[config.mk]
export PLATFORM = sky130hd
export DESIGN_NAME = aes_pipeline_ingress
export DESIGN_NICKNAME = d
export VERILOG_FILES = /design/src/rtl/aes_pipeline_ingress.sv
export SDC_FILE = /design/constraint.sdc
export NUM_CORES = 1
export LEC_CHECK = 0
export ABC_AREA = 0
export CAP_MARGIN = 30
export CELL_PAD_IN_SITES_DETAIL_PLACEMENT = 1
export CELL_PAD_IN_SITES_GLOBAL_PLACEMENT = 2
export CORE_ASPECT_RATIO = 1.1
export CORE_MARGIN = 3
export CORE_UTILIZATION = 32
export DETAILED_ROUTE_END_ITERATION = 6
export PLACE_DENSITY_LB_ADDON = 0.1
export SYNTH_ARGS = -nofsm -noshare
export SYNTH_HDL_FRONTEND = slang
export SYNTH_SLANG_ARGS = --single-unit
[constraint.sdc]
create_clock -name clock -period 9.9 [get_ports clock]
set_input_delay 1.98 -clock clock [delete_from_list [all_inputs] [get_ports clock]]
set_output_delay 1.98 -clock clock [all_outputs]
set_load 0.05 [all_outputs]
[src/rtl/aes_pipeline_ingress.sv]
// Purpose : AES ingress stage. Holds plaintext/key beats in a 2-entry skid FIFO,
//           applies the round-0 AddRoundKey, feeds round 1, and tracks block validity to the pipeline output.
// Latency : 1 cycle from an accepted beat to stage_valid when the FIFO is empty and credit
//           is available. pipe_valid follows stage_valid by PIPE_DEPTH cycles.
// Backpres: issue waits for egress credits. in_ready drops only when both FIFO entries are full.
//
// Ports:
//   clock, reset           - rising-edge clock, synchronous active-high reset
//   in_valid/in_ready      - upstream valid/ready handshake; in_data, in_key captured together
//   stage_out/stage_valid  - registered in_data ^ in_key to round 1, or zero bubble
//   pipe_valid             - final-round valid, PIPE_DEPTH cycles after stage_valid
//   credit_return          - egress popped one entry
//   credits_avail          - current credit count
//   credit_err             - sticky over-return flag
//   idle                   - no buffered or in-flight blocks
//   accepted_count, stall_cycles - saturating statistics
//
// Build option: define INGRESS_STATS_EN to enable the statistics counters.
//               Without it, both counter ports are tied to zero.

module aes_pipeline_ingress #(
   parameter int PIPE_DEPTH = 10,
   parameter int CREDITS    = 4
) (
   input  logic                             clock,
   input  logic                             reset,
   input  logic                             in_valid,
   output logic                             in_ready,
   input  logic [127:0]                     in_data,
   input  logic [127:0]                     in_key,
   output logic [127:0]                     stage_out,
   output logic                             stage_valid,
   output logic                             pipe_valid,
   input  logic                             credit_return,
   output logic [$clog2(CREDITS+1)-1:0]     credits_avail,
   output logic                             credit_err,
   output logic                             idle,
   output logic [31:0]                      accepted_count,
   output logic [31:0]                      stall_cycles
);

   localparam int CW = $clog2(CREDITS+1);
   localparam int IW = $clog2(PIPE_DEPTH+2);
   localparam logic [CW-1:0] CREDITS_MAX = CW'(CREDITS);

   // The FIFO stores the pre-XORed state. Only data ^ key is consumed downstream.
   logic [127:0]            mem_q [2];
   logic                    rd_ptr_q, rd_ptr_d;
   logic                    wr_ptr_q, wr_ptr_d;
   logic [1:0]              occ_q, occ_d;

   logic [127:0]            stage_out_q, stage_out_d;
   logic                    stage_valid_q, stage_valid_d;
   logic [PIPE_DEPTH-1:0]   vld_q, vld_d;
   logic [CW-1:0]           credits_q, credits_d;
   logic                    err_q, err_d;
   logic [IW-1:0]           inflight_q, inflight_d;

   logic                    accept;
   logic                    fifo_empty;
   logic                    issue;
   logic                    bypass;
   logic                    push;
   logic                    pop;
   logic [127:0]            issue_dat;

   // in_ready depends only on registered occupancy. There is no path from in_valid.
   assign in_ready   = (occ_q != 2'd2);
   assign accept     = in_valid && in_ready;
   assign fifo_empty = (occ_q == 2'd0);

   // With an empty FIFO the incoming beat is the source. in_ready is 1 then, so in_valid means accept.
   assign issue      = (!fifo_empty || in_valid) && (credits_q != '0);
   assign bypass     = fifo_empty && issue;
   assign push       = accept && !bypass;
   assign pop        = issue && !fifo_empty;
   assign issue_dat  = fifo_empty ? (in_data ^ in_key) : mem_q[rd_ptr_q];

   always_comb begin
      rd_ptr_d      = rd_ptr_q;
      wr_ptr_d      = wr_ptr_q;
      occ_d         = occ_q;
      stage_out_d   = '0;
      stage_valid_d = 1'b0;
      credits_d     = credits_q;
      err_d         = err_q;
      inflight_d    = inflight_q;
      vld_d         = (vld_q << 1) | PIPE_DEPTH'(stage_valid_q);

      if (push) wr_ptr_d = ~wr_ptr_q;
      if (pop)  rd_ptr_d = ~rd_ptr_q;
      case ({push, pop})
         2'b10:   occ_d = occ_q + 2'd1;
         2'b01:   occ_d = occ_q - 2'd1;
         default: occ_d = occ_q;
      endcase

      if (issue) begin
         stage_out_d   = issue_dat;
         stage_valid_d = 1'b1;
      end

      // A return in the same cycle as an issue cancels out, so it is never an over-return.
      if (issue && !credit_return) begin
         credits_d = credits_q - 1'b1;
      end else if (!issue && credit_return) begin
         if (credits_q == CREDITS_MAX) err_d = 1'b1;
         else                          credits_d = credits_q + 1'b1;
      end

      if (issue && !pipe_valid)      inflight_d = inflight_q + 1'b1;
      else if (!issue && pipe_valid) inflight_d = inflight_q - 1'b1;
   end

   always_ff @(posedge clock) begin
      if (reset) begin
         rd_ptr_q      <= 1'b0;
         wr_ptr_q      <= 1'b0;
         occ_q         <= 2'd0;
         stage_out_q   <= '0;
         stage_valid_q <= 1'b0;
         vld_q         <= '0;
         credits_q     <= CREDITS_MAX;
         err_q         <= 1'b0;
         inflight_q    <= '0;
      end else begin
         rd_ptr_q      <= rd_ptr_d;
         wr_ptr_q      <= wr_ptr_d;
         occ_q         <= occ_d;
         stage_out_q   <= stage_out_d;
         stage_valid_q <= stage_valid_d;
         vld_q         <= vld_d;
         credits_q     <= credits_d;
         err_q         <= err_d;
         inflight_q    <= inflight_d;
      end
   end

   // FIFO storage is pure datapath. Occupancy alone decides which entries are meaningful.
   always_ff @(posedge clock) begin
      if (push) mem_q[wr_ptr_q] <= in_data ^ in_key;
   end

   assign stage_out     = stage_out_q;
   assign stage_valid   = stage_valid_q;
   assign pipe_valid    = vld_q[PIPE_DEPTH-1];
   assign credits_avail = credits_q;
   assign credit_err    = err_q;
   assign idle          = fifo_empty && (inflight_q == '0) && !stage_valid_q;

`ifdef INGRESS_STATS_EN
   logic [31:0] acc_cnt_q, acc_cnt_d;
   logic [31:0] stall_cnt_q, stall_cnt_d;

   always_comb begin
      acc_cnt_d   = acc_cnt_q;
      stall_cnt_d = stall_cnt_q;
      if (accept && (acc_cnt_q != 32'hFFFF_FFFF))
         acc_cnt_d = acc_cnt_q + 32'd1;
      if (in_valid && !in_ready && (stall_cnt_q != 32'hFFFF_FFFF))
         stall_cnt_d = stall_cnt_q + 32'd1;
   end

   always_ff @(posedge clock) begin
      if (reset) begin
         acc_cnt_q   <= '0;
         stall_cnt_q <= '0;
      end else begin
         acc_cnt_q   <= acc_cnt_d;
         stall_cnt_q <= stall_cnt_d;
      end
   end

   assign accepted_count = acc_cnt_q;
   assign stall_cycles   = stall_cnt_q;
`else
   assign accepted_count = 32'd0;
   assign stall_cycles   = 32'd0;
`endif

endmodule

### Clock network drawn from the DEF, run 1

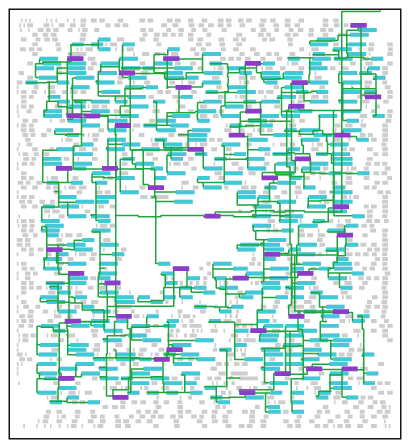
Key: cyan = flip-flops [count 408]; green = clock wires [length 5,510 um]; purple = clock-net drivers [count 44]
Position of the flops: widely spread.
clock tree skew after final layout: 0.008689 ns
clock network power: 1.62 mW
clock network power share: 0.252
clk_lat worst skew: 0.55 ns

### I/O pins on the die edge, run 1

Pins as bars across the die edge, other pins in grey.
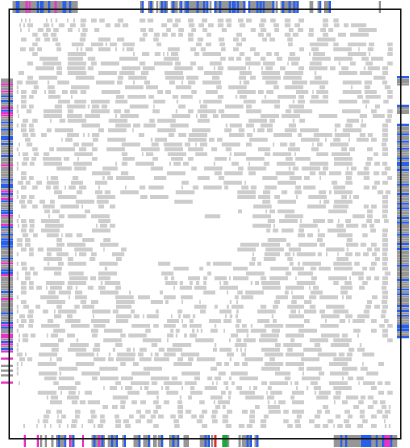
Key: magenta = `accepted_count` [pins 32, direction output, edge 20 left, 9 bottom, 3 top]; green = `credits_avail` [pins 3, direction output, edge bottom]; blue = `in_data` [pins 128, direction input, edge 38 top, 31 left, 30 right, 29 bottom]; red = `in_ready` [pins 1, direction output, edge bottom]
All pins by edge: 129 top, 120 left, 113 bottom, 98 right.
Die X: 222.4 um
PortBufs: 395

### Nets reached from selected ports, run 1

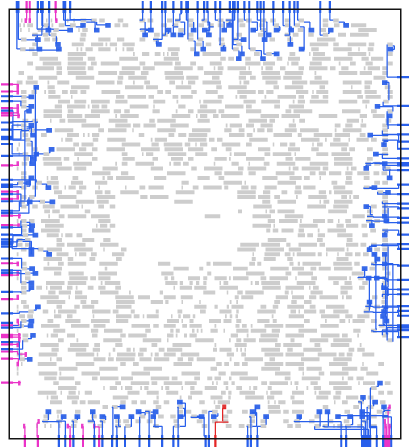
Key: magenta = `accepted_count` [bits 32, direction output, edge 20 left, 9 bottom, 3 top, end cells 32, buffers 0, wire 208 um]; blue = `in_data` [bits 128, direction input, edge 38 top, 31 left, 30 right, 29 bottom, end cells 128, buffers 128, wire 2,870 um]; red = `in_ready` [bits 1, direction output, edge bottom, end cells 1, buffers 1, wire 25.0 um]

### Cell outlines without signal wires, run 1

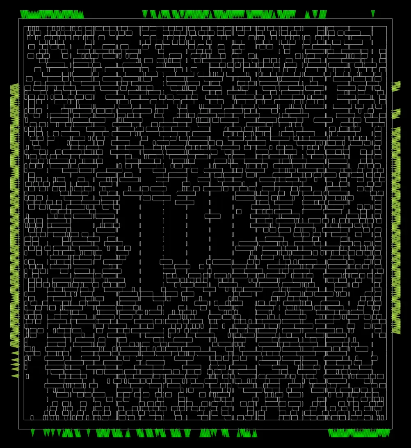
Finished Core Util: 0.4414
Filler Cells Inserted: 5,174

==> run summary, run 1 <==
Implementation results

The count of cell instances traversed by the critical path is 5. The routability congestion estimate from global placement is 0.6863. The number of buffers added for setup after CTS is 0. The count of library flops with an enable pin is 256. The power report attributes to the combinational group a share of 0.391.

Routed signal wires occupy layers up through met4. Entering global routing, the biggest net connects 75 pins. The cell depth of the worst min-delay path is 1.

The half-perimeter wire length after placement is 28,410 um. In this run the VDD rail shows a maximum IR drop of 0.1502 mV. The number of flip-flops in the largest register is 256. Counting along the longest clock path gives a buffer depth of 3. The layout overhead on the synthesized area is 35.19%. The warning count from the yosys run is 0. The share of the core area taken by cells at floorplan is 0.3265. The classification of the worst-slack hold path is register to register. The net total in the final layout is 1,784.

The total negative setup slack is 0 ns. The storage element area is 10,730 um2. The switching portion of total power comes to 0.3844.

The overflow left after global routing is 0. The power of the combinational group is 2.52 mW. For reference, the placement row count at floorplan is 86.

Post-route period utilization is reported as 0.4585. The classification of the worst setup path is input port to register. The run finished with clean final reports. The post-synthesis chip area from yosys is 16,480 um2.

The max capacitance violation total is 0. Among all cell types in the netlist, the one instantiated most often is sky130_fd_sc_hd__edfxtp_1. In this run the worst path has a maximum fanout of 51.

The kind of cell with the highest combined delay along the critical path is buffers and inverters. The capture endpoint of the worst hold path is vld_q[1]$_SDFF_PP0_. In this run the mean area of a mapped cell was 14.67 um2.

More flip-flops sit in one register than any other, and that register is mem_q. The post-detailed-route via-to-cell ratio is 4.465. The count of final setup violators is 0.
## run 1: logic make-up after synthesis
group | after synthesis | share of synthesized area
and+or+nand+nor | 165 | 0.04131
buffers and inverters | 134 | 0.05140
adders and majority gates | 8 | 0.006986
xor gates and xnor gates | 135 | 0.07175
muxes | 130 | 0.07904
AOI/OAI and AO/OA | 142 | 0.09810
DFF | 408 | 0.6512
other | 1 | 0.0002276
## run 1: area by class of cell
| class | instances | area share |
|---|---|---|
| clock buffers | 64 | 0.05780 |
| clock inverters | 16 | 0.006515 |
| inverters | 10 | 0.001685 |
| multi-input cells | 644 | 0.2314 |
| flip-flops and latches | 408 | 0.4819 |
| well taps | 660 | 0.03707 |
| repair buffers | 408 | 0.1837 |
==> inputs of run 2 (changes only) <==
Settings changed: CORE_UTILIZATION 32 to 29.
Clock period 9.9 ns to 4 ns, I/O delays scaled along.
### I/O pins on the die edge, run 2

Pins as bars across the die edge, other pins in grey.
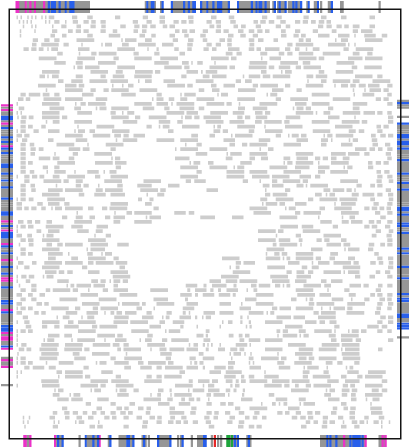
Key: green = `credits_avail` [pins 3, direction output, edge bottom]; magenta = `accepted_count` [pins 32, direction output, edge 17 left, 9 bottom, 6 top]; blue = `in_data` [pins 128, direction input, edge 40 top, 31 left, 29 right, 28 bottom]; red = `in_ready` [pins 1, direction output, edge bottom]
All pins by edge: 142 top, 114 left, 107 bottom, 97 right.
y dimension of the die: 256.0 um
Die X: 233.3 um

==> run 2 against run 1 <==
  * Design area up 1.4%
  * Flip-flop count unchanged
  * Non-clock buffer count increased by 2
  * Critical path type is now register to output pin
  * Power increased to 2.5 times the previous value
  * First-iteration DRC count fell by 5.1%
  * Critical path depth decreased by 2
  * Register-to-register slack lost 5.7 ns
  * Sequential share of layout area fell by 0.64 points
  * Clock skew increased by 0.0041 ns
  * Combinational power increased by 150%
==> run summary, run 2 <==
Implementation results

Result of the run: completed (unchanged). The post-detailed-route via-to-cell ratio is 4.290 (was 4.465). Commonest non-fill, non-tap cells in the layout: sky130_fd_sc_hd__clkdlybuf4s50_1 (395), sky130_fd_sc_hd__edfxtp_1 (256), sky130_fd_sc_hd__dfxtp_1 (151) (unchanged).

The switching share of total power was 0.3823 (was 0.3844). The post-route cell area is 22,580 um2 (was 22,280 um2). The number of buffers added for setup after CTS is 0 (unchanged). The total of buffers placed on input and output ports is 395 (unchanged). The worst-path maximum fanout was 49 (was 51). The half-perimeter wire length after placement is 27,990 um (was 28,410 um). The post-synthesis chip area from yosys is 16,480 um2 (unchanged). The area share of the largest cell type after synthesis was 0.4665 (unchanged). The power of the combinational group is 6.29 mW (was 2.52 mW).

The clock tree cell share of total cell area is 0.06772 (was 0.06431). The total length of routed wires is 41,830 um (was 41,410 um). The endpoint of the most critical setup path is idle (was stage_out[59]$_SDFF_PP0_). The routability congestion estimate from global placement is 0.6640 (was 0.6863).

The classification of the worst setup path is register to output pin (was input port to register). The combinational share of power is 0.389 (was 0.391). The number of clock buffers in the layout was 75 (was 64). The via count of the first global-routing pass was 10,320 (was 10,490). The layout overhead on the synthesized area came to 37.02% (was 35.19%).

The combinational share of cell area came to 0.2283 (was 0.2314). The buffering overhead is 0.1856 (was 0.1837). The power share of the clock group is 0.259 (was 0.252).

Of the available clock period, the critical path in the final layout requires 0.8674. The count of final setup violators is 0 (unchanged). The total power of the final layout is 16.15 mW (was 6.443 mW). The net load switching power was 6.175 mW (was 2.477 mW). The cell area after synthesis is 16,480 um2 (unchanged). The detailed-route DRC error count is 0 (unchanged). The insertion delay at the late pin of the worst-skew pair is 0.56 ns (was 0.55 ns). The final critical path time including I/O delays and setup is 3.469 ns. The largest register by flop count was mem_q (unchanged). The total negative setup slack was 0 ns (unchanged).

The maximum vdd ir drop is 0.4880 mV (was 0.1502 mV). The cell group occupying the most layout area was registers (unchanged). The count of library flops with an enable pin is 256 (unchanged). The overflow left after global routing is 0 (unchanged). The worst-case setup margin in the final layout is 0.5306 ns (was 5.361 ns). The net total in the final layout is 1,788 (was 1,784). The largest net degree at the start of global routing is 153 (was 75). The end-of-flow core utilization is 0.4022 (was 0.4414). The storage element area was 10,730 um2 (unchanged). The number of flip-flops and latches is 408 (unchanged).

The starting density of the core was 0.2936 (was 0.3265). The routed length per instance is 18.17 um (was 18.74 um). The warning count from the yosys run was 0 (unchanged). The number of flip-flops in the largest register is 256 (unchanged). The maximum buffer depth of the clock tree is 3 (unchanged). The filler cell count is 5,827 (was 5,174). The cell depth of the worst min-delay path is 1 (unchanged). The setup skew after layout is 0.01279 ns (was 0.008689 ns). The heaviest power group is combinational cells (unchanged). The capture endpoint of the worst hold path is vld_q[4]$_SDFF_PP0_ (was vld_q[1]$_SDFF_PP0_). The met3 routing resource usage after global routing was 0.04463 (was 0.04334). The max capacitance violation total is 0 (unchanged).

The count of buffers not belonging to the clock network in the layout is 410 (was 408). The clock network power is 4.18 mW (was 1.62 mW). The count of inverters other than clock inverters in the layout is 10 (unchanged). The most frequent cell after synthesis is sky130_fd_sc_hd__edfxtp_1 (unchanged). The CTS buffer count is 46 (was 44). The classification of the worst-slack hold path is register to register (unchanged).

The number of multi-input combinational cells came to 644 (unchanged). The internal reg-to-reg setup slack is 1.11 ns (was 6.85 ns). The mean cell area of the mapped netlist is 14.67 um2 (unchanged). The maximum clock frequency is 288.2 MHz.
### Cell outlines without signal wires, run 2

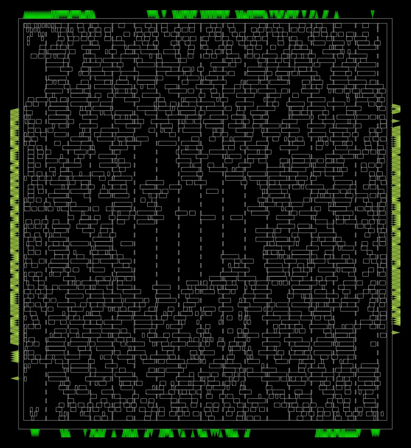
Seq/total area: 0.4754
placement row count: 91
placeable core region: 56,130 um2
number of tap cells added at floorplan: 744

-- run 2: logic make-up after synthesis --
group                    count (synthesis)  share of synthesized area
buffers and inverters                  134                    0.05140
XOR/XNOR                               135                    0.07175
flip-flops                             408                     0.6512
multiplexers                           130                    0.07904
adder cells (fa/ha/maj)                  8                   0.006986
AND-OR/OR-AND                          142                    0.09810
other                                    1                  0.0002276
AND/OR/NAND/NOR                        165                    0.04131
-- run 2: worst max-delay path: cells and delay by family, from the launching register on --
kind / cells / cell delay (ns)
buffers and inverters: 1 / 0.89
flip-flops: 1 / 0.34
AND/OR/NAND/NOR: 2 / 0.88
-- run 2: layer usage --
metal / vias up / share of wire
met5: - / 0
met4: 0 / 0.022
li1: 4707 / -
met2: 286 / 0.49
met3: 59 / 0.079
met1: 4823 / 0.41
Power figures rest on the tool's default switching activity, not on a simulated workload.
